--- config.mk ---
export PLATFORM = sky130hd
export DESIGN_NAME = bcd_seq_multiplier
export DESIGN_NICKNAME = d
export VERILOG_FILES = /design/src/rtl/bcd_pkg.sv /design/src/rtl/bcd_digit_adder.sv /design/src/rtl/bcd_seq_multiplier.sv
export SDC_FILE = /design/constraint.sdc
export NUM_CORES = 1
export LEC_CHECK = 0
export CAP_MARGIN = 40
export CORE_MARGIN = 10
export CORE_UTILIZATION = 45
export CTS_CLUSTER_DIAMETER = 100
export DETAILED_ROUTE_END_ITERATION = 7
export PLACE_DENSITY_LB_ADDON = 0.25
export SLEW_MARGIN = 20
export SYNTH_ARGS = -nofsm -noshare
export SYNTH_HDL_FRONTEND = slang
export SYNTH_SLANG_ARGS = --single-unit
--- constraint.sdc ---
create_clock -name clk -period 30.9 [get_ports clk]
set_input_delay 6.18 -clock clk [delete_from_list [all_inputs] [get_ports clk]]
set_output_delay 6.18 -clock clk [all_outputs]
set_load 0.1 [all_outputs]
--- src/rtl/bcd_pkg.sv ---
// Shared definitions for the BCD arithmetic blocks: digit width, the
// sequential multiplier's state encoding and a BCD digit validity test.
package bcd_pkg;

  localparam int DIGIT_W = 4;

  typedef enum logic [1:0] {
    IDLE,
    SHIFT,
    ADD,
    FINISH
  } state_e;

  function automatic logic is_bcd_digit(input logic [DIGIT_W-1:0] nibble);
    return nibble <= 4'd9;
  endfunction

endpackage

--- src/rtl/bcd_digit_adder.sv ---
// One BCD digit of a ripple adder: binary x+y+cin, then +6 correction and
// carry-out whenever the binary sum exceeds 9.
module bcd_digit_adder
  import bcd_pkg::*;
(
  input  logic [DIGIT_W-1:0] x,
  input  logic [DIGIT_W-1:0] y,
  input  logic               cin,
  output logic [DIGIT_W-1:0] s,
  output logic               cout
);

  logic [DIGIT_W:0] raw;

  always_comb begin
    raw  = {1'b0, x} + {1'b0, y} + {{DIGIT_W{1'b0}}, cin};
    cout = raw > 5'd9;
    // Adding 6 modulo 16 to the low nibble yields the corrected digit.
    s    = cout ? raw[DIGIT_W-1:0] + 4'd6 : raw[DIGIT_W-1:0];
  end

endmodule

--- src/rtl/bcd_seq_multiplier.sv ---
// Digit-serial BCD multiplier: shift-and-add directly in BCD, one multiplier
// digit per SHIFT followed by that many ADD cycles, start/busy/done handshake.
module bcd_seq_multiplier
  import bcd_pkg::*;
#(
  parameter int DIGITS = 4
) (
  input  logic                          clk,
  input  logic                          reset,
  input  logic                          start,
  input  logic [DIGIT_W*DIGITS-1:0]     a,
  input  logic [DIGIT_W*DIGITS-1:0]     b,
  output logic                          busy,
  output logic                          done,
  output logic [2*DIGIT_W*DIGITS-1:0]   product,
  output logic                          err_a,
  output logic                          err_b
);

  localparam int OP_W   = DIGIT_W * DIGITS;
  localparam int PROD_W = 2 * OP_W;
  localparam int IDX_W  = (DIGITS > 1) ? $clog2(DIGITS) : 1;

  state_e              state_q, state_d;
  logic [PROD_W-1:0]   p_q, p_d;
  logic [PROD_W-1:0]   product_q, product_d;
  logic [OP_W-1:0]     a_r_q, a_r_d, b_r_q, b_r_d;
  logic [DIGIT_W-1:0]  c_q, c_d;
  logic [IDX_W-1:0]    i_q, i_d;
  logic                busy_q, busy_d, done_q, done_d;
  logic                err_a_q, err_a_d, err_b_q, err_b_d;

  logic                a_ok, b_ok;
  logic [DIGIT_W-1:0]  b_digit;
  logic [PROD_W-1:0]   a_ext, sum;
  logic [2*DIGITS:0]   carry;
  logic                unused_carry;

  always_comb begin
    a_ok = 1'b1;
    b_ok = 1'b1;
    for (int d = 0; d < DIGITS; d++) begin
      if (!is_bcd_digit(a[d*DIGIT_W +: DIGIT_W])) a_ok = 1'b0;
      if (!is_bcd_digit(b[d*DIGIT_W +: DIGIT_W])) b_ok = 1'b0;
    end
  end

  assign b_digit      = b_r_q[i_q*DIGIT_W +: DIGIT_W];
  assign a_ext        = {{OP_W{1'b0}}, a_r_q};
  assign carry[0]     = 1'b0;
  // The product never exceeds 2*DIGITS digits, so the final carry is always 0.
  assign unused_carry = carry[2*DIGITS];

  for (genvar g = 0; g < 2 * DIGITS; g++) begin : g_add
    bcd_digit_adder u_digit (
      .x    (p_q[g*DIGIT_W +: DIGIT_W]),
      .y    (a_ext[g*DIGIT_W +: DIGIT_W]),
      .cin  (carry[g]),
      .s    (sum[g*DIGIT_W +: DIGIT_W]),
      .cout (carry[g+1])
    );
  end

  always_comb begin
    logic finish_valid;
    // NOTE: every signal gets its hold value first so no path leaves it unassigned (no latches).
    state_d      = state_q;
    p_d          = p_q;
    product_d    = product_q;
    a_r_d        = a_r_q;
    b_r_d        = b_r_q;
    c_d          = c_q;
    i_d          = i_q;
    err_a_d      = err_a_q;
    err_b_d      = err_b_q;
    finish_valid = 1'b0;

    unique case (state_q)
      IDLE, FINISH: begin
        state_d = IDLE;
        if (start) begin
          a_r_d = a;
          b_r_d = b;
          p_d   = '0;
          c_d   = '0;
          i_d   = IDX_W'(DIGITS - 1);
          if (!a_ok || !b_ok) begin
            state_d   = FINISH;
            product_d = '0;
            err_a_d   = !a_ok;
            err_b_d   = !b_ok;
          end else begin
            state_d = SHIFT;
          end
        end
      end
      SHIFT: begin
        p_d = {p_q[PROD_W-DIGIT_W-1:0], {DIGIT_W{1'b0}}};
        c_d = b_digit;
        if (b_digit != '0) begin
          state_d = ADD;
        end else if (i_q == '0) begin
          state_d      = FINISH;
          finish_valid = 1'b1;
        end else begin
          i_d = i_q - 1'b1;
        end
      end
      ADD: begin
        p_d = sum;
        c_d = c_q - 4'd1;
        if (c_q == 4'd1) begin
          if (i_q == '0) begin
            state_d      = FINISH;
            finish_valid = 1'b1;
          end else begin
            state_d = SHIFT;
            i_d     = i_q - 1'b1;
          end
        end
      end
      default: state_d = IDLE;
    endcase

    if (finish_valid) begin
      product_d = p_d;
      err_a_d   = 1'b0;
      err_b_d   = 1'b0;
    end

    busy_d = (state_d == SHIFT) || (state_d == ADD);
    done_d = (state_d == FINISH);
  end

  always_ff @(posedge clk) begin
    if (reset) begin
      state_q   <= IDLE;
      p_q       <= '0;
      product_q <= '0;
      busy_q    <= 1'b0;
      done_q    <= 1'b0;
      err_a_q   <= 1'b0;
      err_b_q   <= 1'b0;
    end else begin
      state_q   <= state_d;
      p_q       <= p_d;
      product_q <= product_d;
      busy_q    <= busy_d;
      done_q    <= done_d;
      err_a_q   <= err_a_d;
      err_b_q   <= err_b_d;
    end
  end

  // NOTE: operand, counter and index registers are always loaded at accept before use, so they carry no reset.
  always_ff @(posedge clk) begin
    a_r_q <= a_r_d;
    b_r_q <= b_r_d;
    c_q   <= c_d;
    i_q   <= i_d;
  end

  assign busy    = busy_q;
  assign done    = done_q;
  assign product = product_q;
  assign err_a   = err_a_q;
  assign err_b   = err_b_q;

endmodule

Figure 1. Gate families picked out.
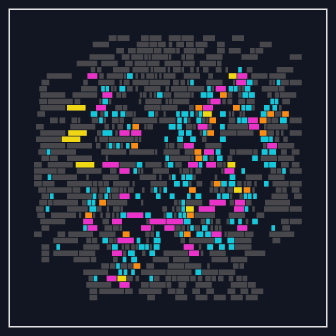
| colour | family | cells |
|---|---|---|
| cyan | inverting AOI/OAI gates | 151 |
| yellow | multiplexers | 10 |
| magenta | adder and majority cells | 42 |
| orange | XOR/XNOR gates | 22 |

Figure 2. Clock distribution.
The bar under the picture is 50 um long.
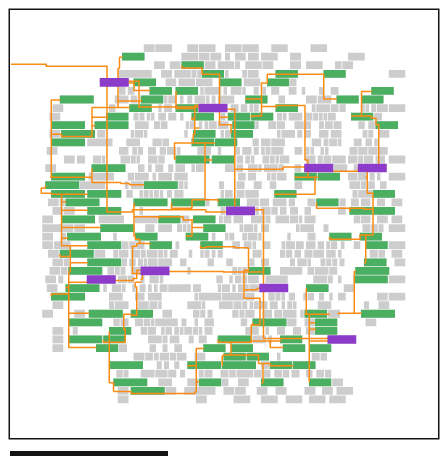
[purple] cells driving clock nets | count: 9
[orange] clock wires | length: 1,410 um
[green] flip-flops | count: 108
flops lie: all over the die
routed clock nets: 10
Clock Power Share: 22.7%
Clock Latency Late Sink: 360 ps

==> results.cfg <==
; implementation run metrics
[yosys]
yosysWarningCount = 0
synth_area_mm2 = 0.00604
synth_top_cell_by_count = sky130_fd_sc_hd__dfxtp_1
yosys.area_share.simple_pct = 15.8
synth.largest_area_cell = sky130_fd_sc_hd__dfxtp_1
netlist_top_cells_count = sky130_fd_sc_hd__dfxtp_1 (70), sky130_fd_sc_hd__nand2_1 (47), sky130_fd_sc_hd__a21oi_1 (40)
number_of_enable_type_register_cells_in_the_synthesized_netlist = 38

[finish]
final_cell_area_mm2 = 0.00767
seq_area_share_pct = 33.2
comb-cell-share_pct = 41.4
area_added_between_synthesis_and_finish_pct = 27.0
clkbuf_count = 9
layout_cell_share_with_drive_strength_beyond_1_pct = 9.86

[timing]
fmaxAchievable_ghz = 0.0862
hold_slack_ps = 457
setup-tns-final_ps = 0
period_used_pct = 37.5

[setup_path]
cp_top_family = adder cells
crit_arrival_ps = 11850
cp-start-kind = flop

[min_path]
min_path_cells = 2

[floorplanning]
taps = 176
fp-utilization_pct = 45.8

[drt]
drt-initial-drc-count = 528
routed_via_density = 5.78
dr_top_layer = met4

[placed_design]
dp_cells = 880

[clock_network]
cts_buffers = 9
post_cts_gate_resize_count = 0
cts_root_buf = sky130_fd_sc_hd__clkbuf_16
cts_hold_buf = 0

[status]
run_status = finished clean

[global_route]
grt_util_all_layers_pct = 17.4

[power_and_ir_drop]
top_power_group = combinational cells
comb_power_share_pct = 41.0
Power and IR drop assume default switching activity.
